Fig. 1: run 1, gate-type map
Drawn at 3 px/µm.
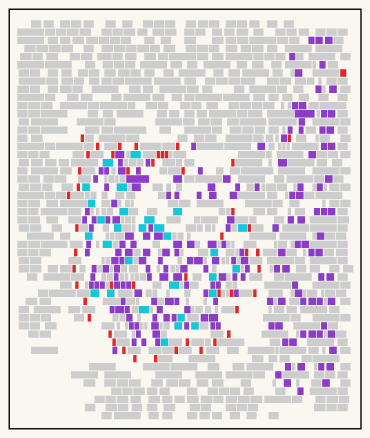
Fig. 2: run 1, routed clock nets over the placement
Drawn at 3 px/µm.
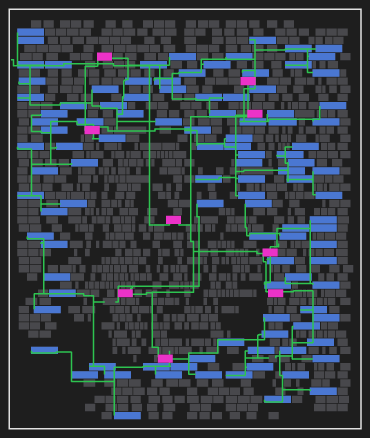
Fig. 3: run 1, signal metal coverage by tile
Drawn at 3 px/µm. 23 x 28 tiles, from white (low) to dark blue (high), scaled to the fullest tile. Values are wire area over tile area, all layers added.
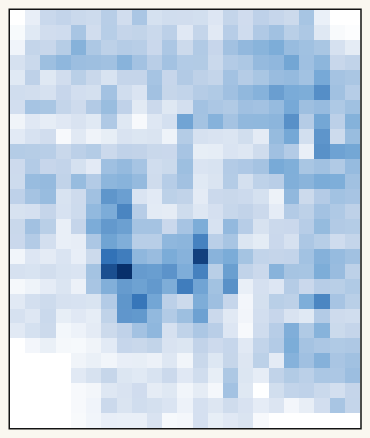
**src/rtl/dmem_pkg.sv**
```systemverilog
// Shared definitions for the data-memory arbiter: dmctrl encodings, FSM states,
// and the access-size helper also used by the core's exception logic.
package dmem_pkg;

  localparam int unsigned ADDR_W = 32;
  localparam int unsigned DATA_W = 32;

  localparam logic [2:0] DM_BYTE  = 3'b000;
  localparam logic [2:0] DM_HALF  = 3'b001;
  localparam logic [2:0] DM_WORD  = 3'b010;
  localparam logic [2:0] DM_UBYTE = 3'b100;
  localparam logic [2:0] DM_UHALF = 3'b101;

  typedef enum logic [1:0] {
    IDLE   = 2'd0,
    ACCESS = 2'd1,
    RESP   = 2'd2
  } state_e;

  // Bytes touched by one access; illegal encodings report 1.
  function automatic logic [2:0] access_size(input logic [2:0] ctrl);
    case (ctrl)
      DM_HALF, DM_UHALF: access_size = 3'd2;
      DM_WORD:           access_size = 3'd4;
      default:           access_size = 3'd1;
    endcase
  endfunction

endpackage

```
**src/rtl/dmem_arbiter_if.sv**
```systemverilog
// Requester and data-memory signals of the arbiter, bundled for port lists.
interface dmem_arbiter_if;
  import dmem_pkg::*;

  logic [1:0]        req;
  logic [1:0]        we;
  logic [2:0]        ctrl0;
  logic [2:0]        ctrl1;
  logic [ADDR_W-1:0] addr0;
  logic [ADDR_W-1:0] addr1;
  logic [DATA_W-1:0] wdata0;
  logic [DATA_W-1:0] wdata1;
  logic [1:0]        done;
  logic [DATA_W-1:0] rdata;
  logic              err;
  logic [ADDR_W-1:0] mem_address;
  logic [DATA_W-1:0] mem_datawr;
  logic              mem_dmwr;
  logic [2:0]        mem_dmctrl;
  logic [DATA_W-1:0] mem_datard;

  modport slave (
    input  req, we, ctrl0, ctrl1, addr0, addr1, wdata0, wdata1, mem_datard,
    output done, rdata, err, mem_address, mem_datawr, mem_dmwr, mem_dmctrl
  );

  modport master (
    output req, we, ctrl0, ctrl1, addr0, addr1, wdata0, wdata1, mem_datard,
    input  done, rdata, err, mem_address, mem_datawr, mem_dmwr, mem_dmctrl
  );

endinterface

```
**src/rtl/dmem_fault_chk.sv**
```systemverilog
// Combinational access check: illegal type, misalignment, or any byte past the
// end of data memory.
module dmem_fault_chk
  import dmem_pkg::*;
#(
  parameter int unsigned MEM_BYTES = 4096
) (
  input  logic [2:0]        ctrl,
  input  logic [ADDR_W-1:0] addr,
  output logic              fault
);

  localparam int unsigned SUM_W = ADDR_W + 1;

  logic             illegal;
  logic             misalign;
  logic [SUM_W-1:0] last_byte;

  always_comb begin
    illegal  = 1'b0;
    misalign = 1'b0;
    case (ctrl)
      DM_BYTE, DM_UBYTE: misalign = 1'b0;
      DM_HALF, DM_UHALF: misalign = addr[0];
      DM_WORD:           misalign = (addr[1:0] != 2'b00);
      default:           illegal  = 1'b1;
    endcase
    // Extra bit keeps addresses near 2^32 from wrapping below MEM_BYTES.
    last_byte = {1'b0, addr} + SUM_W'(access_size(ctrl)) - SUM_W'(1);
    fault     = illegal | misalign | (last_byte >= SUM_W'(MEM_BYTES));
  end

endmodule

```
**src/rtl/dmem_arbiter.sv**
```systemverilog
// Two-port round-robin arbiter that sequences one checked data-memory access
// per grant and returns a registered completion to the winning port.
module dmem_arbiter
  import dmem_pkg::*;
#(
  parameter int unsigned MEM_BYTES = 4096
) (
  input logic           clk,
  input logic           rst,
  dmem_arbiter_if.slave bus
);

  state_e            state_q, state_d;
  logic              sel_q, sel_d;
  logic              last_grant_q, last_grant_d;
  logic [1:0]        done_q, done_d;
  logic [DATA_W-1:0] rdata_q, rdata_d;
  logic              err_q, err_d;
  logic [ADDR_W-1:0] mem_address_q, mem_address_d;
  logic [DATA_W-1:0] mem_datawr_q, mem_datawr_d;
  logic              mem_dmwr_q, mem_dmwr_d;
  logic [2:0]        mem_dmctrl_q, mem_dmctrl_d;

  logic              win_c;
  logic              win_we_c;
  logic [2:0]        win_ctrl_c;
  logic [ADDR_W-1:0] win_addr_c;
  logic [DATA_W-1:0] win_wdata_c;
  logic              fault_c;

  // Winner select and payload mux; a tie goes to the port that did not win last.
  always_comb begin
    win_c       = (bus.req == 2'b11) ? ~last_grant_q : bus.req[1];
    win_we_c    = win_c ? bus.we[1] : bus.we[0];
    win_ctrl_c  = win_c ? bus.ctrl1  : bus.ctrl0;
    win_addr_c  = win_c ? bus.addr1  : bus.addr0;
    win_wdata_c = win_c ? bus.wdata1 : bus.wdata0;
  end

  dmem_fault_chk #(.MEM_BYTES(MEM_BYTES)) u_fault_chk (
    .ctrl  (win_ctrl_c),
    .addr  (win_addr_c),
    .fault (fault_c)
  );

  always_comb begin
    state_d       = state_q;
    sel_d         = sel_q;
    last_grant_d  = last_grant_q;
    done_d        = 2'b00;
    rdata_d       = rdata_q;
    err_d         = err_q;
    mem_address_d = mem_address_q;
    mem_datawr_d  = mem_datawr_q;
    mem_dmwr_d    = 1'b0;
    mem_dmctrl_d  = mem_dmctrl_q;
    case (state_q)
      IDLE: begin
        if (bus.req != 2'b00) begin
          sel_d        = win_c;
          last_grant_d = win_c;
          if (fault_c) begin
            // Faulting requests skip memory and respond one cycle early.
            state_d = RESP;
            done_d  = win_c ? 2'b10 : 2'b01;
            err_d   = 1'b1;
            rdata_d = '0;
          end else begin
            state_d       = ACCESS;
            mem_address_d = win_addr_c;
            mem_datawr_d  = win_wdata_c;
            mem_dmctrl_d  = win_ctrl_c;
            mem_dmwr_d    = win_we_c;
          end
        end
      end
      ACCESS: begin
        state_d = RESP;
        done_d  = sel_q ? 2'b10 : 2'b01;
        err_d   = 1'b0;
        rdata_d = mem_dmwr_q ? '0 : bus.mem_datard;
      end
      RESP:    state_d = IDLE;
      default: state_d = IDLE;
    endcase
  end

  always_ff @(posedge clk or posedge rst) begin
    if (rst) begin
      state_q       <= IDLE;
      sel_q         <= 1'b0;
      last_grant_q  <= 1'b1;
      done_q        <= 2'b00;
      rdata_q       <= '0;
      err_q         <= 1'b0;
      mem_address_q <= '0;
      mem_datawr_q  <= '0;
      mem_dmwr_q    <= 1'b0;
      mem_dmctrl_q  <= 3'b000;
    end else begin
      state_q       <= state_d;
      sel_q         <= sel_d;
      last_grant_q  <= last_grant_d;
      done_q        <= done_d;
      rdata_q       <= rdata_d;
      err_q         <= err_d;
      mem_address_q <= mem_address_d;
      mem_datawr_q  <= mem_datawr_d;
      mem_dmwr_q    <= mem_dmwr_d;
      mem_dmctrl_q  <= mem_dmctrl_d;
    end
  end

  assign bus.done        = done_q;
  assign bus.rdata       = rdata_q;
  assign bus.err         = err_q;
  assign bus.mem_address = mem_address_q;
  assign bus.mem_datawr  = mem_datawr_q;
  assign bus.mem_dmwr    = mem_dmwr_q;
  assign bus.mem_dmctrl  = mem_dmctrl_q;

endmodule
```
**src/flat_wrapper.sv**
```systemverilog
// flat-port wrapper written by rule: the top's interface ports become plain ports
module dmem_arbiter_flat import dmem_pkg::*;
#(
  parameter int unsigned MEM_BYTES = 4096
)
  (clk, rst, bus_req, bus_we, bus_ctrl0, bus_ctrl1, bus_addr0, bus_addr1, bus_wdata0, bus_wdata1, bus_mem_datard, bus_done, bus_rdata, bus_err, bus_mem_address, bus_mem_datawr, bus_mem_dmwr, bus_mem_dmctrl);
  dmem_arbiter_if bus_i ();
  input logic clk;
  input logic rst;
  input wire logic [$bits(bus_i.req)-1:0] bus_req;
  input wire logic [$bits(bus_i.we)-1:0] bus_we;
  input wire logic [$bits(bus_i.ctrl0)-1:0] bus_ctrl0;
  input wire logic [$bits(bus_i.ctrl1)-1:0] bus_ctrl1;
  input wire logic [$bits(bus_i.addr0)-1:0] bus_addr0;
  input wire logic [$bits(bus_i.addr1)-1:0] bus_addr1;
  input wire logic [$bits(bus_i.wdata0)-1:0] bus_wdata0;
  input wire logic [$bits(bus_i.wdata1)-1:0] bus_wdata1;
  input wire logic [$bits(bus_i.mem_datard)-1:0] bus_mem_datard;
  output wire logic [$bits(bus_i.done)-1:0] bus_done;
  output wire logic [$bits(bus_i.rdata)-1:0] bus_rdata;
  output wire logic [$bits(bus_i.err)-1:0] bus_err;
  output wire logic [$bits(bus_i.mem_address)-1:0] bus_mem_address;
  output wire logic [$bits(bus_i.mem_datawr)-1:0] bus_mem_datawr;
  output wire logic [$bits(bus_i.mem_dmwr)-1:0] bus_mem_dmwr;
  output wire logic [$bits(bus_i.mem_dmctrl)-1:0] bus_mem_dmctrl;
  assign bus_i.req = bus_req;
  assign bus_i.we = bus_we;
  assign bus_i.ctrl0 = bus_ctrl0;
  assign bus_i.ctrl1 = bus_ctrl1;
  assign bus_i.addr0 = bus_addr0;
  assign bus_i.addr1 = bus_addr1;
  assign bus_i.wdata0 = bus_wdata0;
  assign bus_i.wdata1 = bus_wdata1;
  assign bus_i.mem_datard = bus_mem_datard;
  assign bus_done = bus_i.done;
  assign bus_rdata = bus_i.rdata;
  assign bus_err = bus_i.err;
  assign bus_mem_address = bus_i.mem_address;
  assign bus_mem_datawr = bus_i.mem_datawr;
  assign bus_mem_dmwr = bus_i.mem_dmwr;
  assign bus_mem_dmctrl = bus_i.mem_dmctrl;
  dmem_arbiter #(.MEM_BYTES(MEM_BYTES)) u_core (.clk(clk), .rst(rst), .bus(bus_i));
endmodule
```
**config.mk**
```make
export PLATFORM = sky130hd
export DESIGN_NAME = dmem_arbiter_flat
export DESIGN_NICKNAME = d
export VERILOG_FILES = /design/src/rtl/dmem_pkg.sv /design/src/rtl/dmem_arbiter_if.sv /design/src/rtl/dmem_fault_chk.sv /design/src/rtl/dmem_arbiter.sv /design/src/flat_wrapper.sv
export SDC_FILE = /design/constraint.sdc
export NUM_CORES = 1
export LEC_CHECK = 0
export CORE_ASPECT_RATIO = 1.2
export CORE_MARGIN = 2
export CORE_UTILIZATION = 48
export CTS_BUF_LIST = sky130_fd_sc_hd__clkbuf_4 sky130_fd_sc_hd__clkbuf_8
export DETAILED_ROUTE_END_ITERATION = 12
export PLACE_DENSITY = 0.86
export SETUP_SLACK_MARGIN = 0.05
export SKIP_CTS_REPAIR_TIMING = 1
export SYNTH_ARGS = -nofsm -noshare
export SYNTH_HDL_FRONTEND = slang
export SYNTH_SLANG_ARGS = --single-unit
```
**constraint.sdc**
```tcl
create_clock -name clk -period 12.1 [get_ports clk]
set_input_delay 1.815 -clock clk [delete_from_list [all_inputs] [get_ports clk]]
set_output_delay 1.815 -clock clk [all_outputs]
set_load 0.1 [all_outputs]
```
==> reports/metrics.sh, run 1 <==
HOLD_VIOL=0
ROUTE.FINAL.WIRE_LENGTH_MM=21.2
OUTCOME='finished, final reports clean'
CLOCK_BUFFER_COUNT=9
ENABLE_FLOP_CELLS=0
PG_SEQ_mW=0.364
SETUP.WORST_PATH.CLASS='in2reg'
PERIOD_MINUS_SLACK_PS=8720
TOTAL_SWITCHING_POWER_mW=0.363
INVERTERS=48
GRT_MAX_DEGREE=84
YOSYS_WARNINGS=0
POST_SYNTH_INSTANCE_AREA_UM2=7320
FLOORPLAN.CORE_AREA_UM2=15000
TOP_CELL='sky130_fd_sc_hd__dfrtp_1'
ITERATION_0_DRC_COUNT_OF_THE_DETAILED_ROUTER=474
STATIC-LEAKAGE-POWER_nW=4.47
COMPOUND_AREA_FRAC=0.197
GRT_MOST_USED_LAYER='met2'
PG_COMB_mW=0.401
TIMING.MAX_SLEW.REL_SLACK=0.232
VIAS_PER_CELL=5.64
POST_SYNTH_FA_HA_MAJ_AREA_FRACTION=0.0608
MULTI_INPUT_COMBINATIONAL=555
SETUP_REPAIR_AFTER_GLOBAL_ROUTING_MISSED_ITS_MARGIN='false'
P_TOTAL_mW=1.03
DRTANTENNAVIOLNETS=0
P_INT_mW=0.666
DIODES=0
FIRST_GLOBAL_VIAS=6795
FINALCLOCKPERIODUSAGE=0.720
HOLDCRITPATHCLASS='reg2reg'
SEQ_AREA_FRAC=0.257
POST_ROUTE_CELLS_DRIVE_ABOVE_1_SHARE=0.137
FINAL-MAX-SLEW-VIOLATION-COUNT=0
LAYOUT.NETS=1209
TNS_PS=0
TOTAL_CONGESTION_OVERFLOW_AFTER_GLOBAL_ROUTING=0
SWITCHING_SHARE_OF_POWER=0.353
SYNTH.MUX.AREA_FRACTION=0.205
WIRE_LENGTH_OF_THE_FIRST_GLOBAL_ROUTING_PASS_MM=34.0
PLACE.DETAILED.HPWL_MM=16.4
CTS_TREE='done'
FLOW.AREA_GROWTH_FROM_SYNTHESIS_PCT=42.3
FIRSTDRTPASSITERS=5
DIE_X_UM=117
-- Fig. 1 (at the start) --
legend:
  aoi and oai cells:
    color: purple
    cells: 186
    most_used: a31oi_1
  non-inverting ao/oa cells:
    color: cyan
    cells: 29
    most_used: o21a_1
  inv cells:
    color: red
    cells: 48
    most_used: inv_1
number of non-filler instances in the completed layout: 1211
logic gate fraction of the total cell area: 0.410
dominant logic cell type in the layout: sky130_fd_sc_hd__clkdlybuf4s50_1

-- Fig. 2 (at the start) --
legend:
  clock drivers:
    color: magenta
    count: 9
  flip-flops:
    color: blue
    count: 107
  clock wires:
    color: green
    length: 1450 µm
routed clock nets: 10
clk ins delay skew pair: 400 ps
clock network power: 0.264 mW
Worst Skew: 20.8 ps

-- Fig. 3 (at the start) --
emptiest ninth of the die: bottom left
mean over tiles: 0.22
nearly empty tiles: 5.0%
aggregate global-route resource usage: 0.262
DR vias: 6836
routed wire length per instance: 17.5 µm

==> run 1: final timing paths <==
path	from	end	slack, ps	cells after the start
worst max-delay path	bus_req[0]	u_core.bus.mem_address[7]	3380	17
worst min-delay path	u_core.bus.err	u_core.bus.err	500	2
worst max register to register	u_core.last_grant_q	u_core.bus.mem_address[7]	4960	16
worst min register to register	u_core.bus.err	u_core.bus.err	500	2
max in group asynchronous	rst	u_core.bus.mem_address[9]	9010	3
min in group asynchronous	rst	u_core.bus.rdata[25]	1710	2
==> run 1: stage by stage <==
step           cell area, µm²  cells  setup WS [ps]  hold slack [ps]   util
6_report                10400   1211           3380              496  0.696
5_1_grt                 10400   1211           2840              513  0.696
4_1_cts                 10400   1211           3310              499  0.696
3_5_place_dp            10200   1195           2890              475  0.681
3_3_place_gp            10200   1195           3070              467  0.681
2_1_floorplan            7320    753           4770              453      -
==> run 1: critical path, cell delays in order <==
cell	delay, ps
sky130_fd_sc_hd__clkdlybuf4s50_1	510
sky130_fd_sc_hd__a21boi_4	800
sky130_fd_sc_hd__buf_4	520
sky130_fd_sc_hd__mux2i_1	300
sky130_fd_sc_hd__ha_1	300
sky130_fd_sc_hd__fa_1	440
sky130_fd_sc_hd__nor2b_1	290
sky130_fd_sc_hd__o31ai_4	110
sky130_fd_sc_hd__a21o_1	230
sky130_fd_sc_hd__a32o_1	270
sky130_fd_sc_hd__nor4_1	300
sky130_fd_sc_hd__o2111ai_1	140
sky130_fd_sc_hd__or4_1	530
sky130_fd_sc_hd__or3_1	500
sky130_fd_sc_hd__nor3_4	870
sky130_fd_sc_hd__buf_4	620
sky130_fd_sc_hd__mux2_2	400
==> run 2, diff against run 1 <==
--- a/config.mk
+++ b/config.mk
@@ -7,10 +7,10 @@
 export LEC_CHECK = 0
 export CORE_ASPECT_RATIO = 1.2
 export CORE_MARGIN = 2
-export CORE_UTILIZATION = 48
+export CORE_UTILIZATION = 42
 export CTS_BUF_LIST = sky130_fd_sc_hd__clkbuf_4 sky130_fd_sc_hd__clkbuf_8
 export DETAILED_ROUTE_END_ITERATION = 12
-export PLACE_DENSITY = 0.86
+export PLACE_DENSITY = 0.8
 export SETUP_SLACK_MARGIN = 0.05
 export SKIP_CTS_REPAIR_TIMING = 1
 export SYNTH_ARGS = -nofsm -noshare
==> constraint.sdc (replaced) <==
create_clock -name clk -period 7.68 [get_ports clk]
set_input_delay 1.152 -clock clk [delete_from_list [all_inputs] [get_ports clk]]
set_output_delay 1.152 -clock clk [all_outputs]
set_load 0.1 [all_outputs]
Fig. 4: run 2, gate-type map
Drawn at 2 px/µm.
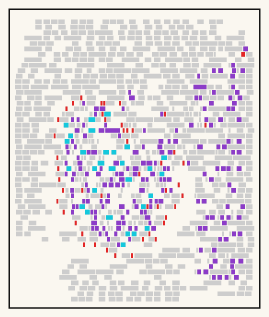
legend:
  inv cells:
    color: red
    cells: 48
    most_used: inv_1
  non-inverting ao/oa cells:
    color: cyan
    cells: 29
    most_used: o21a_1
  aoi and oai cells:
    color: purple
    cells: 186
    most_used: a31oi_1
number of non-filler instances in the completed layout: 1226
logic gate fraction of the total cell area: 0.410

Fig. 5: run 2, signal metal coverage by tile
Drawn at 2 px/µm. 25 x 30 tiles, from white (low) to dark blue (high), scaled to the fullest tile. Values are wire area over tile area, all layers added.
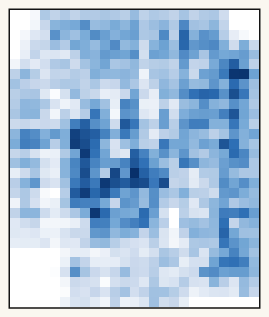
emptiest ninth of the die: bottom left
fullest tile: 0.50
mean over tiles: 0.18
nearly empty tiles: 7.5%
densest ninth of the die: middle
DRT Wirelength: 21.2 mm
routed wire length per instance: 17.3 µm
aggregate global-route resource usage: 0.229
DR vias: 6840

Fig. 6: run 2, routed clock nets over the placement
Drawn at 3 px/µm.
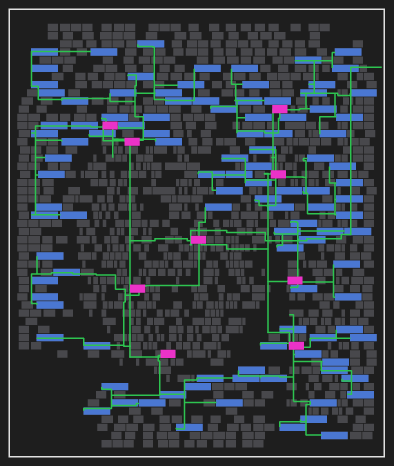
legend:
  flip-flops:
    color: blue
    count: 107
  clock drivers:
    color: magenta
    count: 9
  clock wires:
    color: green
    length: 1510 µm
flops lie: widely spread
clock network power: 0.356 mW
clock network fraction of design power: 0.228
Worst Skew: 13.8 ps
clk ins delay skew pair: 390 ps

==> reports/metrics.sh, run 2 <==
OUTCOME='finished, final reports clean'
WIRE_LENGTH_OF_THE_FIRST_GLOBAL_ROUTING_PASS_MM=34.6  # +1.8%
P_INT_mW=1.00  # +50%
PG_SEQ_mW=0.573  # +57%
CTS_MADE_BUFFERS=9
DRTANTENNAVIOLNETS=0  # unchanged
WORST_PATH_CELL_WITH_THE_LONGEST_STAGE_DELAY='sky130_fd_sc_hd__or3_1'
COMBINATIONALPOWERSHARE=0.406
FIRSTDRTPASSITERS=4  # -1
POST-ROUTE-UTIL=0.613  # -0.0837
ITERATION_0_DRC_COUNT_OF_THE_DETAILED_ROUTER=434  # -8.4%
GRT_MOST_USED_LAYER='met2'
FINAL_CELL_AREA_UM2=10400  # -0.12%
WORSTMARGINPINSLEW_PS=1160
LAYOUT_TOP_CELL_EXCL_FILL_TAP='sky130_fd_sc_hd__clkdlybuf4s50_1'
POST_ROUTE_CELLS_DRIVE_ABOVE_1_SHARE=0.139  # +0.00171
TOP_CELL='sky130_fd_sc_hd__dfrtp_1'
DP.CELLS=1209  # +1.2%
TNS_PS=0  # unchanged
VIAS_PER_CELL=5.58  # -1.2%
HOLDCRITPATHCLASS='reg2reg'
HOLD_SLACK_PS=495  # -0.140 ps
FIRST_GLOBAL_VIAS=6863  # +1.0%
SETUP_REPAIR_AFTER_GLOBAL_ROUTING_MISSED_ITS_MARGIN='false'
FINAL-MAX-SLEW-VIOLATION-COUNT=0  # unchanged
YOSYS.CELL_TYPES.COUNT=64
PLACE.DETAILED.HPWL_MM=16.5  # +0.61%
P_TOTAL_mW=1.56  # +52%
TIMING.MAX_SLEW.REL_SLACK=0.224  # -0.00797
SETUP_WS_PS=655  # -2730 ps
SETUP.WORST_PATH.CLASS='in2reg'
PERIOD_MINUS_SLACK_PS=7020
MI_COMB_AREA_UM2=4270
GRT_MAX_DEGREE=65  # -23%
FLOW.AREA_GROWTH_FROM_SYNTHESIS_PCT=42.1
TOTAL_SWITCHING_POWER_mW=0.565  # +56%
SWITCHING_SHARE_OF_POWER=0.361  # +0.00842
FLOORPLAN.CORE_AREA_UM2=17000  # +14%
TOP_CELLS_BY_AREA='sky130_fd_sc_hd__dfrtp_1 (36%), sky130_fd_sc_hd__mux2_2 (16%), sky130_fd_sc_hd__ha_1 (5.8%)'
PG_COMB_mW=0.635  # +58%
DIE_HEIGHT_UM=149
CTS_HTREE_LEVELS=3
FP.DIEAREA_UM2=18500
STATIC-LEAKAGE-POWER_nW=4.46  # -0.16%
DIE_X_UM=125  # +6.7%
SYNTH_ASYNC_SR_FLOP_SHARE=1.00
TIMING.CRITICAL_PATH.ARRIVAL_PS=7330
CRITPATHMAXSTAGEDELAY_PS=870  # about the same
LAYOUT.NETS=1211  # +0.17%
YS_SEQ_FRAC=0.366
GROUTE.LAYER.MET3.USAGE=0.0486
ENABLE_FLOP_CELLS=0  # unchanged
TOTAL_CONGESTION_OVERFLOW_AFTER_GLOBAL_ROUTING=0  # unchanged
FINALCLOCKPERIODUSAGE=0.915
CRIT_CHAIN='clkdlybuf4s50_1 -> a21boi_4 -> buf_4 -> mux2_2 -> nand2b_1 -> nand2_1 -> ha_1 -> inv_1 -> ha_1 -> inv_1 -> fa_1 -> nor2b_1 -> o31ai_4 -> a21o_1 -> a32o_1 -> nor4_1 -> o2111ai_1 -> or4_1 -> or3_1 -> or3_1 -> a31oi_1'
POST_SYNTH_INSTANCE_AREA_UM2=7320  # unchanged
DP_SLACK_PS=266  # -2620 ps
CLK_PATH_BUF_DEPTH=2
POST_DP_CELL_AREA_UM2=10200  # +0.29%
YS.FLOPS=107
CTS_TREE='done'
HOLD_VIOL=0  # unchanged
YOSYS_WARNINGS=0  # unchanged
==> run 2: kinds of logic (layout without fill, tap and decap cells) <==
family,Yosys count,count (layout),synth area share
AOI/OAI and AO/OA,215,215,0.197
and+or+nand+nor,159,159,0.103
muxes,134,134,0.205
DFF,107,107,0.366
buffers and inverters,91,347,0.0542
adders and majority gates,35,35,0.0608
xor gates and xnor gates,12,12,0.0144
other,0,1,0
==> run 2: final timing paths <==
| path | cells after the start | slack [ps] | to | from |
|---|---|---|---|---|
| max in group asynchronous | 3 | 5300 | u_core.bus.mem_datawr[31] | rst |
| min in group asynchronous | 2 | 1180 | u_core.bus.rdata[22] | rst |
| setup reg to reg | 20 | 1580 | u_core.bus.rdata[27] | u_core.last_grant_q |
| hold / removal | 1 | 500 | u_core.bus.mem_address[4] | u_core.bus.mem_address[4] |
| hold reg to reg | 1 | 500 | u_core.bus.mem_address[4] | u_core.bus.mem_address[4] |
| setup / recovery | 21 | 660 | u_core.bus.rdata[27] | bus_req[1] |
==> run 2: worst max-delay path: cells and delay by family <==
family | cells | cell delay (ps)
buf+inv | 4 | 970
mux | 1 | 380
compound gates | 6 | 1440
fa+ha+maj | 3 | 720
simple gates | 7 | 2650
==> run 2: final cells by class <==
type | instances | share of cell area
repair buffers | 283 | 0.270
clock inverters | 4 | 0.00385
flip-flops and latches | 107 | 0.257
multi-input cells | 555 | 0.410
inverters | 48 | 0.0176
clock buffers | 12 | 0.0147
diodes | 1 | 0.000240
well taps | 216 | 0.0260
==> run 2: metal layers <==
metal  wire length (µm)  up-vias
li1                   -     3302
met5                  0        -
met4                491        0
met1               8680     3250
met3               1320       36
met2              10700      252
Power and IR drop assume default switching activity.
